[config.mk]
export PLATFORM = sky130hd
export DESIGN_NAME = vga_layer_compositor_flat
export DESIGN_NICKNAME = d
export VERILOG_FILES = /design/src/rtl/vga_layer_compositor_if.sv /design/src/rtl/vga_layer_compositor.sv /design/src/flat_wrapper.sv
export SDC_FILE = /design/constraint.sdc
export NUM_CORES = 1
export LEC_CHECK = 0
export ABC_CLOCK_PERIOD_IN_PS = 1700
export CAP_MARGIN = 15
export CORE_MARGIN = 2
export CORE_UTILIZATION = 35
export CTS_CLUSTER_DIAMETER = 40
export DETAILED_ROUTE_END_ITERATION = 10
export GPL_TIMING_DRIVEN = 0
export HOLD_SLACK_MARGIN = 0.08
export PLACE_DENSITY = 0.71
export SLEW_MARGIN = 20
export SYNTH_ARGS = -nofsm -noshare
export SYNTH_HDL_FRONTEND = slang
export SYNTH_SLANG_ARGS = --single-unit
[constraint.sdc]
create_clock -name clk -period 1.7 [get_ports clk]
set_clock_uncertainty 0.1 [all_clocks]
set_input_delay 0.51 -clock clk [delete_from_list [all_inputs] [get_ports clk]]
set_output_delay 0.51 -clock clk [all_outputs]
set_load 0.02 [all_outputs]
[src/rtl/vga_layer_compositor_if.sv]
// vga_layer_compositor_if: pixel/sync/mask bundle between the layer generators and the compositor.
// Collision ports exist only when VGA_LAYER_COLLISION_EN is defined.
interface vga_layer_compositor_if #(
   parameter int N_LAYERS = 10,
   parameter int COLOR_W  = 12,
   parameter int IDX_W    = 4
);
   logic                         de_in;
   logic                         hs_in;
   logic                         vs_in;
   logic [N_LAYERS*COLOR_W-1:0]  layer_data;
   logic [COLOR_W-1:0]           bg_color;
   logic                         mask_wr;
   logic [N_LAYERS-1:0]          mask_din;
   logic [COLOR_W-1:0]           pix_out;
   logic                         de_out;
   logic                         hs_out;
   logic                         vs_out;
   logic                         hit_valid;
   logic [IDX_W-1:0]             hit_idx;
   logic [N_LAYERS-1:0]          mask_active;
`ifdef VGA_LAYER_COLLISION_EN
   logic                         collision;
   logic [15:0]                  collision_cnt;
`endif
   modport master (
      output de_in, hs_in, vs_in, layer_data, bg_color, mask_wr, mask_din,
`ifdef VGA_LAYER_COLLISION_EN
      input  collision, collision_cnt,
`endif
      input  pix_out, de_out, hs_out, vs_out, hit_valid, hit_idx, mask_active
   );
   modport slave (
      input  de_in, hs_in, vs_in, layer_data, bg_color, mask_wr, mask_din,
`ifdef VGA_LAYER_COLLISION_EN
      output collision, collision_cnt,
`endif
      output pix_out, de_out, hs_out, vs_out, hit_valid, hit_idx, mask_active
   );
endinterface

[src/rtl/vga_layer_compositor.sv]
// vga_layer_compositor: 2-stage fixed-priority colour-key compositor with frame-synchronous layer mask.
// Optional collision detect/count enabled by defining VGA_LAYER_COLLISION_EN.
module vga_layer_compositor #(
   parameter int                   N_LAYERS   = 10,
   parameter int                   COLOR_W    = 12,
   parameter logic [COLOR_W-1:0]   TRANSP_KEY = '0,
   parameter bit                   VS_POL     = 1'b0,
   parameter int                   IDX_W      = 4
) (
   input logic                    clk,
   input logic                    rst,
   vga_layer_compositor_if.slave  bus
);
   localparam logic IDLE = ~VS_POL;
   logic [N_LAYERS*COLOR_W-1:0] data1;
   logic [COLOR_W-1:0]          bg1, win_pix;
   logic                        de1, hs1, vs1, vs_prev, hit, frame_start;
   logic [N_LAYERS-1:0]         vis, vis1, pend, mask;
   logic [IDX_W-1:0]            win;
   assign frame_start = (bus.vs_in == VS_POL) && (vs_prev != VS_POL);
   assign hit = |vis1;
   assign bus.mask_active = mask;
   always_comb begin
      vis = '0;
      for (int i = 0; i < N_LAYERS; i++)
         vis[i] = mask[i] && (bus.layer_data[i*COLOR_W +: COLOR_W] != TRANSP_KEY);
   end
   // Scan downward so the lowest visible index is the last one written.
   always_comb begin
      win = '0;
      win_pix = '0;
      for (int i = N_LAYERS - 1; i >= 0; i--)
         if (vis1[i]) begin
            win = IDX_W'(i);
            win_pix = data1[i*COLOR_W +: COLOR_W];
         end
   end
   always_ff @(posedge clk) begin
      if (rst) begin
         data1         <= '0;
         bg1           <= '0;
         de1           <= 1'b0;
         hs1           <= IDLE;
         vs1           <= IDLE;
         vis1          <= '0;
         vs_prev       <= IDLE;
         pend          <= '1;
         mask          <= '1;
         bus.pix_out   <= '0;
         bus.hit_valid <= 1'b0;
         bus.hit_idx   <= '0;
         bus.de_out    <= 1'b0;
         bus.hs_out    <= IDLE;
         bus.vs_out    <= IDLE;
      end else begin
         data1         <= bus.layer_data;
         bg1           <= bus.bg_color;
         de1           <= bus.de_in;
         hs1           <= bus.hs_in;
         vs1           <= bus.vs_in;
         vis1          <= vis;
         vs_prev       <= bus.vs_in;
         pend          <= bus.mask_wr ? bus.mask_din : pend;
         mask          <= frame_start ? (bus.mask_wr ? bus.mask_din : pend) : mask;
         bus.pix_out   <= !de1 ? '0 : hit ? win_pix : bg1;
         bus.hit_valid <= de1 && hit;
         bus.hit_idx   <= (de1 && hit) ? win : '0;
         bus.de_out    <= de1;
         bus.hs_out    <= hs1;
         bus.vs_out    <= vs1;
      end
   end
`ifdef VGA_LAYER_COLLISION_EN
   logic [15:0] ccnt;
   logic        col;
   assign col = de1 && ((vis1 & (vis1 - N_LAYERS'(1))) != '0);
   always_ff @(posedge clk) begin
      if (rst) begin
         bus.collision     <= 1'b0;
         bus.collision_cnt <= '0;
         ccnt              <= '0;
      end else begin
         bus.collision <= col;
         if (frame_start) begin
            bus.collision_cnt <= ccnt;
            ccnt              <= {15'b0, col};
         end else if (col && ccnt != 16'hFFFF)
            ccnt <= ccnt + 16'd1;
      end
   end
`endif
endmodule

[src/flat_wrapper.sv]
// flat-port wrapper written by rule: the top's interface ports become plain ports
module vga_layer_compositor_flat 
#(
   parameter int                   N_LAYERS   = 10,
   parameter int                   COLOR_W    = 12,
   parameter logic [COLOR_W-1:0]   TRANSP_KEY = '0,
   parameter bit                   VS_POL     = 1'b0,
   parameter int                   IDX_W      = 4
)
  (clk, rst, bus_de_in, bus_hs_in, bus_vs_in, bus_layer_data, bus_bg_color, bus_mask_wr, bus_mask_din, bus_pix_out, bus_de_out, bus_hs_out, bus_vs_out, bus_hit_valid, bus_hit_idx, bus_mask_active);
  vga_layer_compositor_if #(.N_LAYERS(N_LAYERS), .COLOR_W(COLOR_W), .IDX_W(IDX_W)) bus_i ();
  input logic clk;
  input logic rst;
  input wire logic [$bits(bus_i.de_in)-1:0] bus_de_in;
  input wire logic [$bits(bus_i.hs_in)-1:0] bus_hs_in;
  input wire logic [$bits(bus_i.vs_in)-1:0] bus_vs_in;
  input wire logic [$bits(bus_i.layer_data)-1:0] bus_layer_data;
  input wire logic [$bits(bus_i.bg_color)-1:0] bus_bg_color;
  input wire logic [$bits(bus_i.mask_wr)-1:0] bus_mask_wr;
  input wire logic [$bits(bus_i.mask_din)-1:0] bus_mask_din;
  output wire logic [$bits(bus_i.pix_out)-1:0] bus_pix_out;
  output wire logic [$bits(bus_i.de_out)-1:0] bus_de_out;
  output wire logic [$bits(bus_i.hs_out)-1:0] bus_hs_out;
  output wire logic [$bits(bus_i.vs_out)-1:0] bus_vs_out;
  output wire logic [$bits(bus_i.hit_valid)-1:0] bus_hit_valid;
  output wire logic [$bits(bus_i.hit_idx)-1:0] bus_hit_idx;
  output wire logic [$bits(bus_i.mask_active)-1:0] bus_mask_active;
  assign bus_i.de_in = bus_de_in;
  assign bus_i.hs_in = bus_hs_in;
  assign bus_i.vs_in = bus_vs_in;
  assign bus_i.layer_data = bus_layer_data;
  assign bus_i.bg_color = bus_bg_color;
  assign bus_i.mask_wr = bus_mask_wr;
  assign bus_i.mask_din = bus_mask_din;
  assign bus_pix_out = bus_i.pix_out;
  assign bus_de_out = bus_i.de_out;
  assign bus_hs_out = bus_i.hs_out;
  assign bus_vs_out = bus_i.vs_out;
  assign bus_hit_valid = bus_i.hit_valid;
  assign bus_hit_idx = bus_i.hit_idx;
  assign bus_mask_active = bus_i.mask_active;
  vga_layer_compositor #(.N_LAYERS(N_LAYERS), .COLOR_W(COLOR_W), .TRANSP_KEY(TRANSP_KEY), .VS_POL(VS_POL), .IDX_W(IDX_W)) u_core (.clk(clk), .rst(rst), .bus(bus_i));
endmodule
### PDN straps and rails, run 1

Bar = 50 um. Pins as bars on the die edge.
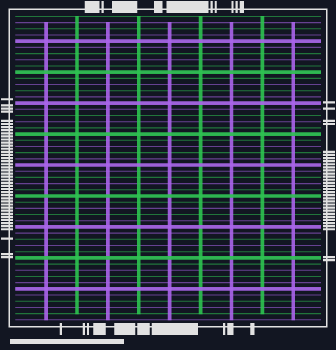
Key: green = VDD; purple = VSS
9 straps on met5. 9 straps on met4. 50 met1 rails follow the rows. 178 signal pins sit on the boundary.

### Cells coloured by class, run 1

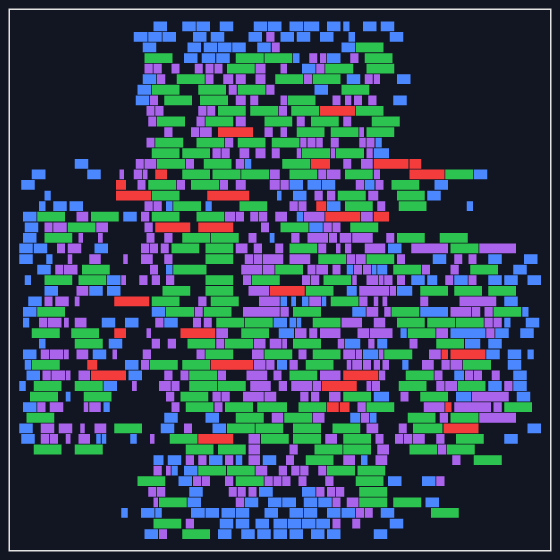
Key: red = clock drivers and dummy loads [cells 31, share of their area 6.5%]; blue = other buffers and delay cells [cells 222, share of their area 22%]; purple = all other logic [cells 368, share of their area 30%]; green = flip-flops [cells 185, share of their area 41%]

### Clock wires, drivers and flops, run 1

Bar = 50 um.
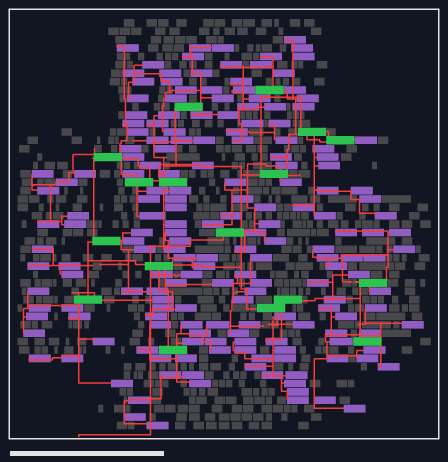
Key: red = clock wires [length 2030 um]; green = cells driving clock nets [count 17]; purple = flip-flops [count 185]
There are 18 routed clock nets.

==> flow_summary.toml, run 1 <==
# physical design summary
[status]
outcome = "complete, but fails checks"
violations = "negative setup slack"

[run]
tool_warnings = 28
cap_violations = 0

[grt]
grt_first_pass_wirelength_um = 28800
gr-usage-met1 = 0.253
grt_pass1_vias = 5185
use_met2 = 0.311
grtUsageMet3 = 0.0525
grt_busiest_layer = "met2"
overflow = 0
antenna_found_initial = 1
grt_max_degree = 17
track_usage = 0.197

[placement]
dp_hpwl_um = 14700
dp.cells = 999
port-buffer-count = 176
dp_slack_ps = -960
placed_area_um2 = 8410
place.gp.congestion = 0.856

[layout]
layout_top_cell = "dfxtp_1"
largest_register_ffs = 120
fin_util = 0.520
drive_gt1_frac = 0.161
area_delta_synth_final_pct = 46.2
fin_cells = 1036
top_regs = "u_core.data1 x120, u_core.bg1 x12, u_core.bus.pix_out x12"
final_cell_mix = "182 x dfxtp_1, 146 x clkdlybuf4s50_1, 137 x nor2b_1, 30 x nor4_1, 23 x nand2b_1"
largest-register = "u_core.data1"
fin_nets = 942
fin_area_um2 = 9300

[critical_path]
crit_family = "AND-OR/OR-AND gates"
cp.required_ps = 1910
endpoint = "u_core.bus.pix_out[11]$_SDFF_PP0_"
rr_endpoint = "u_core.bus.pix_out[11]$_SDFF_PP0_"
crit_path_max_fanout = 7
path_depth = 6
r2r_slack_ps = -30
worst-path-buf-inv = 1
ff2ff_path_depth = 6
critPathLaunch = "u_core.vis1[2]$_SDFF_PP0_"
end_kind = "flop"
worstPathCellList = "or2_0 -> buf_6 -> a221oi_1 -> o21ai_1 -> o2111ai_1 -> a31oi_1"
worst_setup_path_start_kind = "flop"
cp_data_arrival_time_ps = 1940
timing.rr.start = "u_core.vis1[2]$_SDFF_PP0_"
slowest_delay_ps = 370
crit_type = "flop to flop"
worst_path_max_delay_cell = "dfxtp_4"

[logic_synthesis]
ys_cells = 594
post-synth-top-area-cell = "dfxtp_1"
yosysUniqueCellTypes = 41
xor_share = 0
synth_nets = 742
syn-instance-count = 594
ys_async_sr_fraction = 0
ys_top_cells_by_area = "dfxtp_1 58%, nor2b_1 14%, a221oi_1 3.0%, nor4_1 2.9%, nand2b_1 2.3%"
synth-seq-area-share = 0.582
simple_gate_share = 0.217
netlist_area_um2 = 6360
synthAoiAreaFrac = 0.144
yosysWarningCount = 0
synthTopCellsByCount = "185 x dfxtp_1, 139 x nor2b_1, 30 x nor4_1, 27 x clkbuf_1, 23 x nand2b_1"
edf_count = 0
mux_area_frac = 0.0157
top_logic_kind = "simple AND/OR/NAND/NOR gates"
post-synth-top-count-cell = "dfxtp_1"
fa_ha_area_frac = 0
yosysTopAreaCellShare = 0.582
ys_chip_area_um2 = 6360
synth_flops = 185
syn_avg_cell_area_um2 = 10.7
synthFlopType = "dfxtp_1"

[pwr]
power.switching_mw = 2.48
total_power_mw = 9.95
p_sw_frac = 0.249
p_leak_nw = 3.55
clock_power_share = 0.396
pwr-share-comb = 0.133
p_seq_frac = 0.472
internal-power_mw = 7.47
ir_drop_v = 0.000828
powerDensity_nw_per_um2 = 1070

[worst_hold_path]
hold_end = "u_core.bus.hs_out$_SDFF_PP1_"
holdPathStages = 1
min_from = "u_core.hs1$_SDFF_PP1_"
hold_class = "flop to flop"

[floorplanning]
rows = 49
die_w_um = 139
die_height_um = 139
fp.dieArea_um2 = 19300
initCoreUtil = 0.355
design.portCount = 178
core_area_um2 = 17900

[clock_network]
clockBufferDepth = 2
cts_resized = 119
path_clk_slew_ps = 70
cts.htree.levels = 4
root_buffer = "clkbuf_16"
hold_buffers = 0
cts_buffers = 17
cts_tree = "yes"
clock.latency.late_pin_ps = 430
cts.sinks = 185
cts_setup_buffers = 0

[final_timing]
slew_viol_final = 0
max_freq_ghz = 0.579
finalCritPeriodShare = 1.02
rsz0062_at_grt = "yes"
hold_viol = 0
setup_ws_ps = -26.4
relSlewSlack = 0.581
min_period_ps = 1730
tightest_slew_ps = 629
finalSetupViolations = 4
hold_ws_ps = 312
tns_ps = -76.0

[detailed_routing]
wl_per_cell_um = 18.7
vias_per_cell = 4.92
ant_nets = 0
routed-wl-met3_um = 1250
wl_met1_um = 8520
dr.first_iter.drc_count = 275
vias = 5100
wirelength_um = 19300
dr_wl_met2_um = 8960
dr.pass1.iters = 5
drc = 0
routed.top_layer = "met4"
==> run 1: area by class of cell <==
type | instances | area (um^2)
multi-input combinational | 353 | 2660
tap | 229 | 287
timing repair buffer | 181 | 1730
clock buffer | 18 | 439
antenna | 1 | 2.50
fill | 1606 | 8600
inverter | 15 | 56.3
sequential | 185 | 3710
buffer | 41 | 272
clock inverter | 13 | 146
==> run 1: power groups by stage <==
stage / combinational, mW / sequential [mW] / clock (mW)
finish: 1.32 / 4.70 / 3.94
global route: 1.41 / 4.72 / 4.17
CTS: 1.24 / 4.69 / 3.97
detailed placement: 1.19 / 4.77 / 0
global placement: 1.18 / 4.77 / 0
floorplan: 0.514 / 4.77 / 0
### Wiring by layer, run 1

Bar = 50 um.
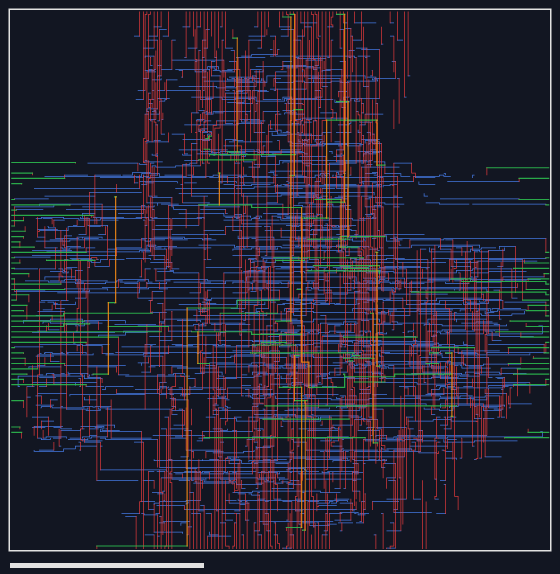

## Run 2: what changed since run 1
Settings changed: ABC_CLOCK_PERIOD_IN_PS 1700 to 1800, CORE_ASPECT_RATIO set to 1.75.
Clock period 1.7 ns to 1.8 ns, I/O delays scaled along.
### Wiring by layer, run 2

Bar = 20 um.
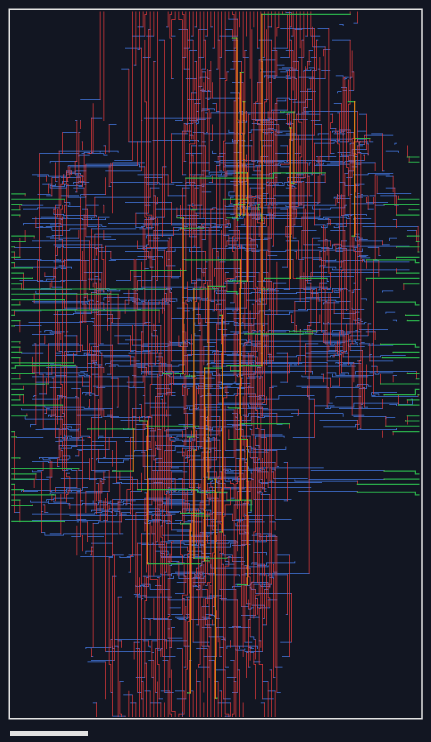
Key: green = met3 [wire length 900 um]; orange = met4 [wire length 830 um]; red = met2 [wire length 11100 um]; blue = met1 [wire length 6700 um]

==> flow_summary.toml, run 2 <==
# physical design summary
[detailed_routing]
ant_nets = 0
dr.first_iter.drc_count = 237
routed.top_layer = "met4"
wl_met1_um = 6700
wl_per_cell_um = 18.9
dr.pass1.iters = 4
vias_per_cell = 4.93
dr_wl_met2_um = 11100
drc = 0
routed-wl-met3_um = 900

[run]
tool_warnings = 28
cap_violations = 0

[placement]
dp_hpwl_um = 15800
port-buffer-count = 176
placed_area_um2 = 8420
dp.cells = 1004
dp_slack_ps = -748

[layout]
seq-cell-share = 0.402
fin_area_um2 = 9230
fin_util = 0.516
n_all_buffers = 216
n_sequential_cell = 185
top_regs = "u_core.data1 x120, u_core.bg1 x12, u_core.bus.pix_out x12"
largestClassByArea = "registers"
final_cell_mix = "183 x dfxtp_1, 146 x clkdlybuf4s50_1, 137 x nor2b_1, 30 x nor4_1, 23 x nand2b_1"
clock_area_frac = 0.0655
inverters = 15
layout_top_cell = "dfxtp_1"
fin_cells = 1035
fill_cells = 1607
register_area_um2 = 3710
logic_gate_count = 353
area_delta_synth_final_pct = 45.1
fin_nets = 936
antenna_cells = 0
largest_register_ffs = 120
combGateArea_um2 = 2610
largest-register = "u_core.data1"
buf_share = 0.212
comb_share = 0.283
clkbuf_count = 17

[worst_hold_path]
holdPathStages = 1
hold_end = "u_core.bus.hs_out$_SDFF_PP1_"
min_from = "u_core.hs1$_SDFF_PP1_"
hold_class = "flop to flop"

[logic_synthesis]
top_logic_kind = "simple AND/OR/NAND/NOR gates"
post-synth-top-count-cell = "dfxtp_1"
synthFlopType = "dfxtp_1"
synth_flops = 185
synth-seq-area-share = 0.582
yosysUniqueCellTypes = 41
ys_async_sr_fraction = 0
yosysTopAreaCellShare = 0.582
netlist_area_um2 = 6360
synthTopCellsByCount = "185 x dfxtp_1, 139 x nor2b_1, 30 x nor4_1, 27 x clkbuf_1, 23 x nand2b_1"
synthAoiAreaFrac = 0.144
fa_ha_area_frac = 0
ys_chip_area_um2 = 6360
yosysWarningCount = 0
synth_nets = 742
edf_count = 0
syn_avg_cell_area_um2 = 10.7
ys_top_cells_by_area = "dfxtp_1 58%, nor2b_1 14%, a221oi_1 3.0%, nor4_1 2.9%, nand2b_1 2.3%"
syn-instance-count = 594
mux_area_frac = 0.0157
ys_cells = 594

[pwr]
p_seq_frac = 0.471
internal-power_mw = 6.93
ir_drop_v = 0.000526
p_sw_frac = 0.263
clock_power_share = 0.400
powerDensity_nw_per_um2 = 1020
seq_cell_power_mw = 4.43
power.switching_mw = 2.47
total_power_mw = 9.40
power-top-group = "sequential cells"
p_leak_nw = 3.58
pwr-share-comb = 0.130
p_comb_mw = 1.22

[critical_path]
worst_setup_path_start_kind = "flop"
endpoint = "u_core.bus.pix_out[6]$_SDFF_PP0_"
crit_type = "flop to flop"
cp_data_arrival_time_ps = 2080
timing.rr.start = "u_core.vis1[7]$_SDFF_PP0_"
ff2ff_path_depth = 7
end_kind = "flop"

[grt]
grt_pass1_vias = 5343
track_usage = 0.204
grt_first_pass_wirelength_um = 29200
overflow = 0
grtUsageMet3 = 0.0479
antenna_found_initial = 0
grt_max_degree = 20
grt_busiest_layer = "met2"
use_met2 = 0.396

[clock_network]
clock.latency.late_pin_ps = 430
root_buffer = "clkbuf_16"
path_clk_slew_ps = 70
cts.htree.levels = 4
hold_buffers = 0
clockBufferDepth = 2
cts_setup_buffers = 0
cts_resized = 60
cts.sinks = 185

[status]
violations = "negative setup slack"
outcome = "complete, but fails checks"

[final_timing]
slew_viol_final = 0
setup_ws_ps = -65.5
finalCritPeriodShare = 1.04
relSlewSlack = 0.624
finalSetupViolations = 3
hold_viol = 0
min_period_ps = 1870
max_freq_ghz = 0.536

[floorplanning]
n_tap_cell = 234
die_w_um = 106
die_height_um = 182
core_area_um2 = 17900
design.portCount = 178
rows = 65
### Cells coloured by class, run 2

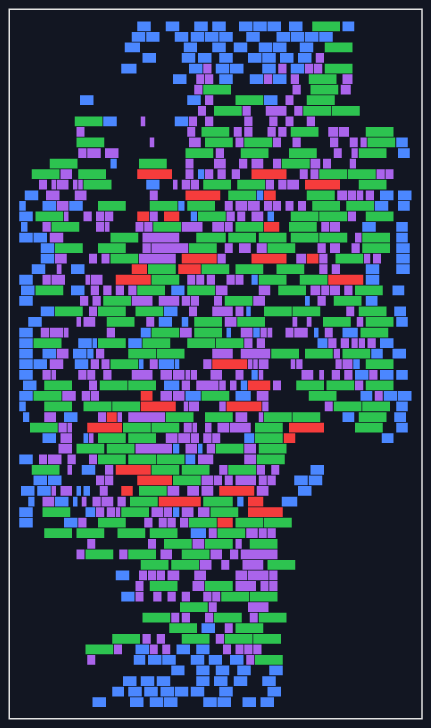
Key: red = clock drivers and dummy loads [cells 32, share of their area 6.8%]; blue = other buffers and delay cells [cells 216, share of their area 22%]; purple = all other logic [cells 368, share of their area 30%]; green = flip-flops [cells 185, share of their area 41%]

-- run 2: netlist changes by cell type in the layout (fill, tap and decap cells not counted), sizes merged --
cell and delta:
clkdlybuf4s15 -8, buf -13, diode -1, bufinv -1, dlygate4sd2 +20, clkbuf -6, clkinv +1, inv +5
clkinvlp -3
-- run 2: metrics by stage --
| step | hold WS (ps) | TNS [ps] |
|---|---|---|
| 2_1_floorplan | 289 | 0 |
| 4_1_cts | 312 | -798 |
| 3_3_place_gp | 294 | -73300 |
| 5_1_grt | 327 | -351 |
| 6_report | 310 | -121 |
| 3_5_place_dp | 293 | -77280 |
-- run 2: critical path: stages (launching register included) --
cell       delay (ps)
dfxtp_1           320
or2_1             230
buf_6             130
buf_6             160
a221oi_4          320
o21ai_2           180
o2111ai_1         170
a31oi_1           120
## Run 3: what changed since run 2
Settings changed: CAP_MARGIN 15 to 40, SLEW_MARGIN 20 to unset.
### PDN straps and rails, run 3

Bar = 20 um. Pins as bars on the die edge.
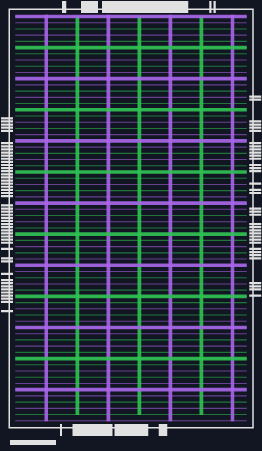
Key: green = VDD; purple = VSS
13 straps on met5. 66 met1 rails follow the rows.

==> flow_summary.toml, run 3 <==
# physical design summary
[floorplanning]
n_tap_cell = 234
die_height_um = 182
design.portCount = 178
die_w_um = 106
core_area_um2 = 17900

[pwr]
power-top-group = "sequential cells"
powerDensity_nw_per_um2 = 1020
internal-power_mw = 6.93
p_comb_mw = 1.22
seq_cell_power_mw = 4.43
ir_drop_v = 0.000526
clock_power_share = 0.400
total_power_mw = 9.40

[detailed_routing]
dr_wl_met2_um = 11100
routed.top_layer = "met4"
vias = 5106
ant_nets = 0
routed-wl-met3_um = 900
vias_per_cell = 4.93
drc = 0
wl_per_cell_um = 18.9

[layout]
largest_register_ffs = 120
logic_gate_count = 353
n_sequential_cell = 185
n_all_buffers = 216
final_cell_mix = "183 x dfxtp_1, 146 x clkdlybuf4s50_1, 137 x nor2b_1, 30 x nor4_1, 23 x nand2b_1"
clock_area_frac = 0.0655
largest-register = "u_core.data1"
antenna_cells = 0
buf_share = 0.212
fin_util = 0.516
comb_share = 0.283
seq-cell-share = 0.402
inverters = 15
fin_nets = 936

[critical_path]
crit_family = "AND-OR/OR-AND gates"
end_kind = "flop"
ff2ff_path_depth = 7
r2r_slack_ps = -70
worst_path_max_delay_cell = "dfxtp_1"
endpoint = "u_core.bus.pix_out[6]$_SDFF_PP0_"
worst_setup_path_start_kind = "flop"
timing.rr.start = "u_core.vis1[7]$_SDFF_PP0_"
cp.required_ps = 2010
slowest_delay_ps = 320

[logic_synthesis]
synth_flops = 185
synthFlopType = "dfxtp_1"
fa_ha_area_frac = 0
yosysTopAreaCellShare = 0.582
edf_count = 0
synth_nets = 742
syn-instance-count = 594
syn_avg_cell_area_um2 = 10.7
simple_gate_share = 0.217
post-synth-top-area-cell = "dfxtp_1"
yosysWarningCount = 0
top_logic_kind = "simple AND/OR/NAND/NOR gates"
synthTopCellsByCount = "185 x dfxtp_1, 139 x nor2b_1, 30 x nor4_1, 27 x clkbuf_1, 23 x nand2b_1"
synthAoiAreaFrac = 0.144
yosysUniqueCellTypes = 41

[final_timing]
hold_viol = 0
setup_ws_ps = -65.5
finalSetupViolations = 3
tightest_slew_ps = 564
relSlewSlack = 0.624
min_period_ps = 1870
finalCritPeriodShare = 1.04

[grt]
grt_max_degree = 20
track_usage = 0.204
grt_pass1_vias = 5343
grt_busiest_layer = "met2"

[clock_network]
cts.htree.levels = 4
hold_buffers = 0
cts_resized = 60
path_clk_slew_ps = 70

[placement]
dp_hpwl_um = 15800
dp.cells = 1004
port-buffer-count = 176

[status]
violations = "negative setup slack"
outcome = "complete, but fails checks"

[worst_hold_path]
hold_class = "flop to flop"
holdPathStages = 1

[run]
cap_violations = 0
### Clock wiring as the flow saved it, run 3

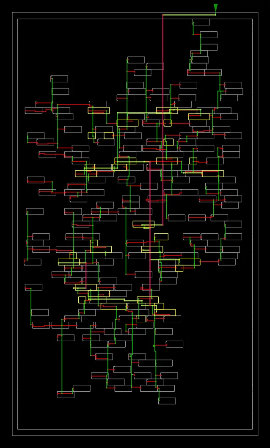
CTS sink count: 185
Power Clock: 3.76 mW
clkbuf count: 17
Clk Latency, worst-skew pair: 430 ps
TritonCTS buffer count: 17

[run 3: cell counts in the layout (fill, tap and decap cells not counted)]
No cell type changed its count.
[run 3: how the worst min path moves through the flow]
stage                                      from                           end  slack (ps)
after detailed placement  u_core.hs1$_SDFF_PP1_  u_core.bus.hs_out$_SDFF_PP1_         290
after global routing      u_core.hs1$_SDFF_PP1_  u_core.bus.hs_out$_SDFF_PP1_         330
after CTS                 u_core.hs1$_SDFF_PP1_  u_core.bus.hs_out$_SDFF_PP1_         310
final                     u_core.hs1$_SDFF_PP1_  u_core.bus.hs_out$_SDFF_PP1_         310
after floorplan           u_core.hs1$_SDFF_PP1_  u_core.bus.hs_out$_SDFF_PP1_         290
after global placement    u_core.hs1$_SDFF_PP1_  u_core.bus.hs_out$_SDFF_PP1_         290
Power is estimated from default activity; no workload was simulated.
